`src/rtl/serial_addsub_unit.sv`:
```
// ============================================================================
// Module   : serial_addsub_unit
// Purpose  : Bit-serial adder/subtractor. Operands are loaded in parallel on
//            start, processed LSB-first through one full-adder cell with a
//            registered carry, and reassembled into a parallel result with
//            carry-out and signed-overflow flags.
// Options  : SERIAL_ADDSUB_BITSTREAM_EN adds sum_bit / sum_bit_valid outputs
//            that expose each computed sum bit as it is produced.
// Revision : 1.0 - initial release
// ============================================================================
`default_nettype none

module serial_addsub_unit #(
    parameter int WIDTH = 8,
    parameter int CNT_W = $clog2(WIDTH) + 1
) (
    input  logic             clk,
    input  logic             rst,       // asynchronous, active-low
    input  logic             start,
    input  logic             sub,
    input  logic [WIDTH-1:0] a,
    input  logic [WIDTH-1:0] b,
    output logic             busy,
    output logic             done,
    output logic [WIDTH-1:0] result,
    output logic             cout,
    output logic             overflow
`ifdef SERIAL_ADDSUB_BITSTREAM_EN
    ,
    output logic             sum_bit,
    output logic             sum_bit_valid
`endif
);

    typedef enum logic [1:0] {
        IDLE = 2'd0,
        RUN  = 2'd1,
        DONE = 2'd2
    } state_t;

    localparam logic [CNT_W-1:0] LAST_CNT = CNT_W'(WIDTH - 1);

    state_t             state;
    state_t             state_nx;
    logic [WIDTH-1:0]   a_sr;
    logic [WIDTH-1:0]   b_sr;
    logic [WIDTH-1:0]   psum;
    logic               carry;
    logic [CNT_W-1:0]   cnt;

    logic               sum_b;
    logic               carry_nx;
    logic [WIDTH-1:0]   psum_nx;
    logic               last_bit;
    logic               accept;

    // Full-adder cell and control decode for the current bit position
    always_comb begin
        sum_b    = a_sr[0] ^ b_sr[0] ^ carry;
        carry_nx = (a_sr[0] & b_sr[0]) | (a_sr[0] & carry) | (b_sr[0] & carry);
        psum_nx  = {sum_b, psum[WIDTH-1:1]};
        last_bit = (cnt == LAST_CNT);
        // A new request is only taken when no operation is in flight
        accept   = start && (state != RUN);
    end

    // State register
    always_ff @(posedge clk or negedge rst) begin
        if (!rst) begin
            state <= IDLE;
        end else begin
            state <= state_nx;
        end
    end

    // Next-state logic; DONE lasts one cycle unless a new start chains on
    always_comb begin
        state_nx = state;
        case (state)
            IDLE:    if (start) state_nx = RUN;
            RUN:     if (last_bit) state_nx = DONE;
            DONE:    state_nx = start ? RUN : IDLE;
            default: state_nx = IDLE;
        endcase
    end

    // Operand shift registers, carry, bit counter and result capture
    always_ff @(posedge clk or negedge rst) begin
        if (!rst) begin
            a_sr     <= '0;
            b_sr     <= '0;
            psum     <= '0;
            carry    <= 1'b0;
            cnt      <= '0;
            result   <= '0;
            cout     <= 1'b0;
            overflow <= 1'b0;
        end else if (accept) begin
            // Subtraction is A + ~B + 1: invert B and preset the carry
            a_sr  <= a;
            b_sr  <= sub ? ~b : b;
            carry <= sub;
            cnt   <= '0;
        end else if (state == RUN) begin
            a_sr  <= {1'b0, a_sr[WIDTH-1:1]};
            b_sr  <= {1'b0, b_sr[WIDTH-1:1]};
            psum  <= psum_nx;
            carry <= carry_nx;
            cnt   <= cnt + 1'b1;
            if (last_bit) begin
                // carry currently holds the carry into the MSB
                result   <= psum_nx;
                cout     <= carry_nx;
                overflow <= carry ^ carry_nx;
            end
        end
    end

    assign busy = (state == RUN);
    assign done = (state == DONE);

`ifdef SERIAL_ADDSUB_BITSTREAM_EN
    // Registered view of each sum bit as it leaves the adder cell
    always_ff @(posedge clk or negedge rst) begin
        if (!rst) begin
            sum_bit       <= 1'b0;
            sum_bit_valid <= 1'b0;
        end else if (state == RUN) begin
            sum_bit       <= sum_b;
            sum_bit_valid <= 1'b1;
        end else begin
            sum_bit       <= 1'b0;
            sum_bit_valid <= 1'b0;
        end
    end
`endif

endmodule

`default_nettype wire
```
`config.mk`:
```
export PLATFORM = sky130hd
export DESIGN_NAME = serial_addsub_unit
export DESIGN_NICKNAME = d
export VERILOG_FILES = /design/src/rtl/serial_addsub_unit.sv
export SDC_FILE = /design/constraint.sdc
export NUM_CORES = 1
export LEC_CHECK = 0
export ABC_AREA = 1
export CORE_AREA = 4 4 60 62
export CTS_CLUSTER_SIZE = 40
export DETAILED_ROUTE_END_ITERATION = 16
export DIE_AREA = 0 0 64 66
export DONT_BUFFER_PORTS = 1
export HOLD_SLACK_MARGIN = 0.15
export PLACE_DENSITY = 0.86
export SYNTH_ARGS = -nofsm -noshare
export SYNTH_HDL_FRONTEND = slang
export SYNTH_SLANG_ARGS = --single-unit
```
`constraint.sdc`:
```
create_clock -name clk -period 1.8 [get_ports clk]
set_input_delay 0.36 -clock clk [delete_from_list [all_inputs] [get_ports clk]]
set_output_delay 0.36 -clock clk [all_outputs]
set_load 0.03 [all_outputs]
```
==> images/clk_routes.png <==
Scale: 8 px per µm.
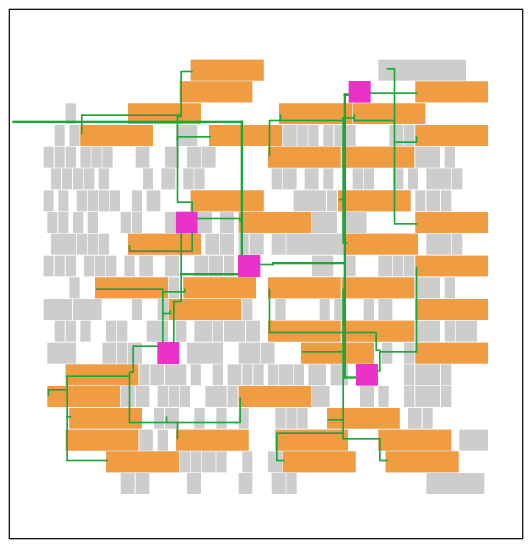
flip-flops -> orange  # count 40
clock wires -> green  # length 425 µm
clock drivers -> magenta  # count 5
flops lie = widely spread
routed clock nets = 6

==> images/congestion.png <==
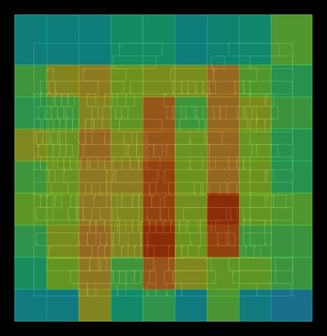
routed wire length per instance: 12.0 µm
GR Util All Layers: 18.0%
met3 layer usage reported by global route: 5.78%
GR met2 Demand/Resource: 27.6%
global-route layer with the greatest usage: met2

==> images/placement_by_type.png <==
Scale: 8 px per µm. Fill, decap, tap and diode cells in gray.
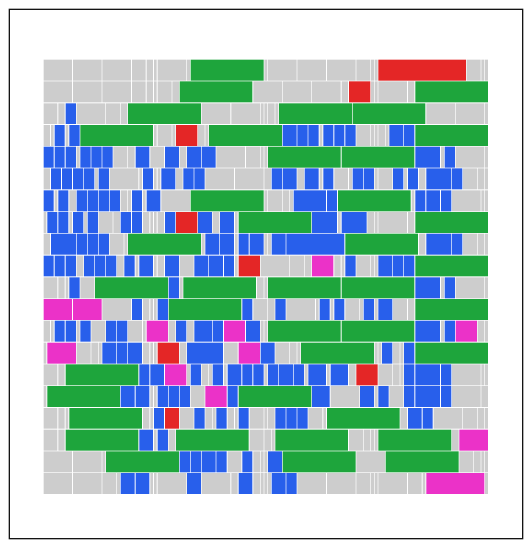
remaining buffers and delay cells -> magenta  # cells 12
sequential cells -> green  # cells 40
clock drivers and dummy loads -> red  # cells 8
combinational and other logic -> blue  # cells 174

==> images/power_grid.png <==
Scale: 6 px per µm. Pins as bars on the die edge.
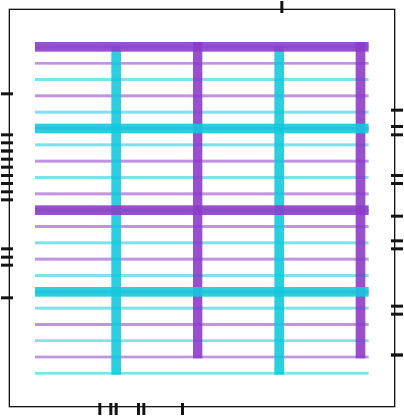
VDD -> purple
VSS -> cyan
met1 rails = 21
rows = 20
met4 straps = 4
signal pins = 32
met5 straps = 4
horizontal die dimension: 64 µm
DIE HEIGHT: 66 µm
peak supply drop: 0.883 mV
area of the core region: 3030 µm²

==> flow report <==
===================================================================================
Area of all sequential standard cells                                      1000 µm²
Portion of synthesized cell area occupied by the leading cell type            53.7%
Arrival time worst endpoint                                                 1.18 ns
Top achievable clock speed                                                  648 MHz
Setup repair after global routing missed its margin                           false
Number of cell instances after yosys synthesis                                  224
Crit. Startpoint                                                           state[0]
Post-synth net total                                                            246
R2r worst-path depth                                                              7
Post-layout nets                                                                255
Slew margin rel.                                                              61.5%
Filler instances                                                                251
Count of boundary I/O pins                                                       32
Crit path capture                                                              busy
N_taps                                                                           44
Drt via density                                                                5.05
Most frequent cell after synthesis                                     sky130_fd_sc_hd__nand2_1
Setup Viol. Count Final                                                           0
Yosys warns                                                                       0
Final setup slack of the worst path                                        0.257 ns
Synthesized area                                                           1860 µm²
Share of synthesized area occupied by flip-flops and latches                  53.7%
Wire length reported by the detailed router                                 3330 µm
Diodes inserted                                                                   0
Total congestion overflow after global routing                                    0
Relative area change from synthesis to final layout                           9.87%
Antenna violations before repair                                                  0
Init Core Util                                                                61.5%
Number of instances in the synthesized netlist                                  224
Synth Register Bits                                                              40
Top cells by area                                                      sky130_fd_sc_hd__dfrtp_1 54%, sky130_fd_sc_hd__nand2_1 18%, sky130_fd_sc_hd__nand3_1 8.3%
Max Transition Viols Final                                                        0
Total number of H-tree levels                                                     2
Tally of OpenROAD warnings                                                       26
Class of the most critical hold timing path                                  in2reg
Final Hold Viols                                                                  0
CP Capture Type                                                          output pin
Post-synthesis area per instance                                           8.32 µm²
Start point of the worst hold path                                              sub
Origin of the critical flop-to-flop path                                     cnt[0]
Fraction of layout instances using a drive strength above 1                   12.0%
EDFF count, synth                                                                 0
Worst reg2reg endpoint                                                    result[0]
Number of cells after detailed placement                                        263
Post-route DRC                                                                    0
FFs w/ async S/R, synth                                                        100%
Number of I/O port buffers                                                        0
Clock Pin Slew Worst Setup and Hold Paths                                   0.12 ns
CTS Hold Bufs                                                                     5
Worst setup path category                                                   reg2out
Combinational gates                                                             151
Chip Area, Yosys                                                           1860 µm²
Number of buffers created by CTS                                                  5
RePlAce Congestion                                                            0.802
Insertion delay at the late pin of the worst-skew pair                      0.34 ns
Clock tree from TritonCTS                                                      done
Total of max-cap violations                                                       0
Number of rows in the core area                                                  20
Standard cell area after detailed placement                                1890 µm²
Leading register cell type out of synthesis                            sky130_fd_sc_hd__dfrtp_1
Sequential portion of the cell area                                           48.9%
Half-perimeter wire length of the detailed placement result                 2290 µm
Fraction of area in multi-input gates                                         34.8%
# resized after CTS                                                               0
Root buffer selected by CTS                                            sky130_fd_sc_hd__clkbuf_4
Repair and plain buffers                                                         12
Number of stages on the worst hold path                                           2
Post-Route Setup TNS                                                           0 ns
Final Cycle Share                                                             85.7%
Post-Route Hold Slack                                                      0.166 ns
Outcome                                                                   completed
Remaining antenna violation count after routing                                   0
Maximum fanout along the worst path                                               6
Number of detailed-route iterations in the first pass                             4
Count of placed standard cells in the final layout, fillers left out            278
Signal buf overhead                                                           5.50%
Power density of the placed cells                                       1670 nW/µm²
Combinational cell area excluding buffers and inverters                     712 µm²
Top cell type by total area after synthesis                            sky130_fd_sc_hd__dfrtp_1
R2R setup slack                                                             0.28 ns
===================================================================================
-- sequential cells by signal (all words and copies together) (netlist names) --
register,flops
carry,1
psum,7
result,8
cout,1
state,2
a_sr,8
b_sr,8
overflow,1
cnt,4
-- power by group --
part	switching, mW	internal [mW]
Clock	0.286	0.290
Combinational	0.700	0.422
Sequential	0.441	1.27
-- critical path: stages, from the launching register on --
cell and delay, ns:
sky130_fd_sc_hd__dfrtp_1 0.43, sky130_fd_sc_hd__inv_2 0.07, sky130_fd_sc_hd__nor2_4 0.14, sky130_fd_sc_hd__buf_4 0.20
-- cell usage in the layout (no fill, tap or decap), types with 4 or more instances in the layout --
cell                            count
sky130_fd_sc_hd__nor2_1             4
sky130_fd_sc_hd__nand3_1           31
sky130_fd_sc_hd__clkbuf_4           5
sky130_fd_sc_hd__nand2_1           88
sky130_fd_sc_hd__dlygate4sd3_1      4
sky130_fd_sc_hd__o21ai_2            8
sky130_fd_sc_hd__dfrtp_1           40
sky130_fd_sc_hd__o21ai_0           10
sky130_fd_sc_hd__inv_1             22
sky130_fd_sc_hd__buf_4              7
-- layer usage --
layer  part of all wire (%)  vias up  GRT usage (%)
met5                      0        -              0
met4                    2.0        0           9.70
met3                    8.1        7           5.78
met2                     45       45           27.6
met1                     45      635           22.7
li1                       -      716              -
-- logic make-up (layout without fill, tap and decap cells) --
group | count (synthesis) | after routing | synth area share (%)
and+or+nand+nor | 127 | 127 | 28.5
DFF | 40 | 40 | 53.7
buffers and inverters | 33 | 43 | 8.06
AOI/OAI and AO/OA | 20 | 20 | 7.05
adders and majority gates | 2 | 2 | 1.75
xor gates and xnor gates | 2 | 2 | 0.940
Power and IR drop assume default switching activity.
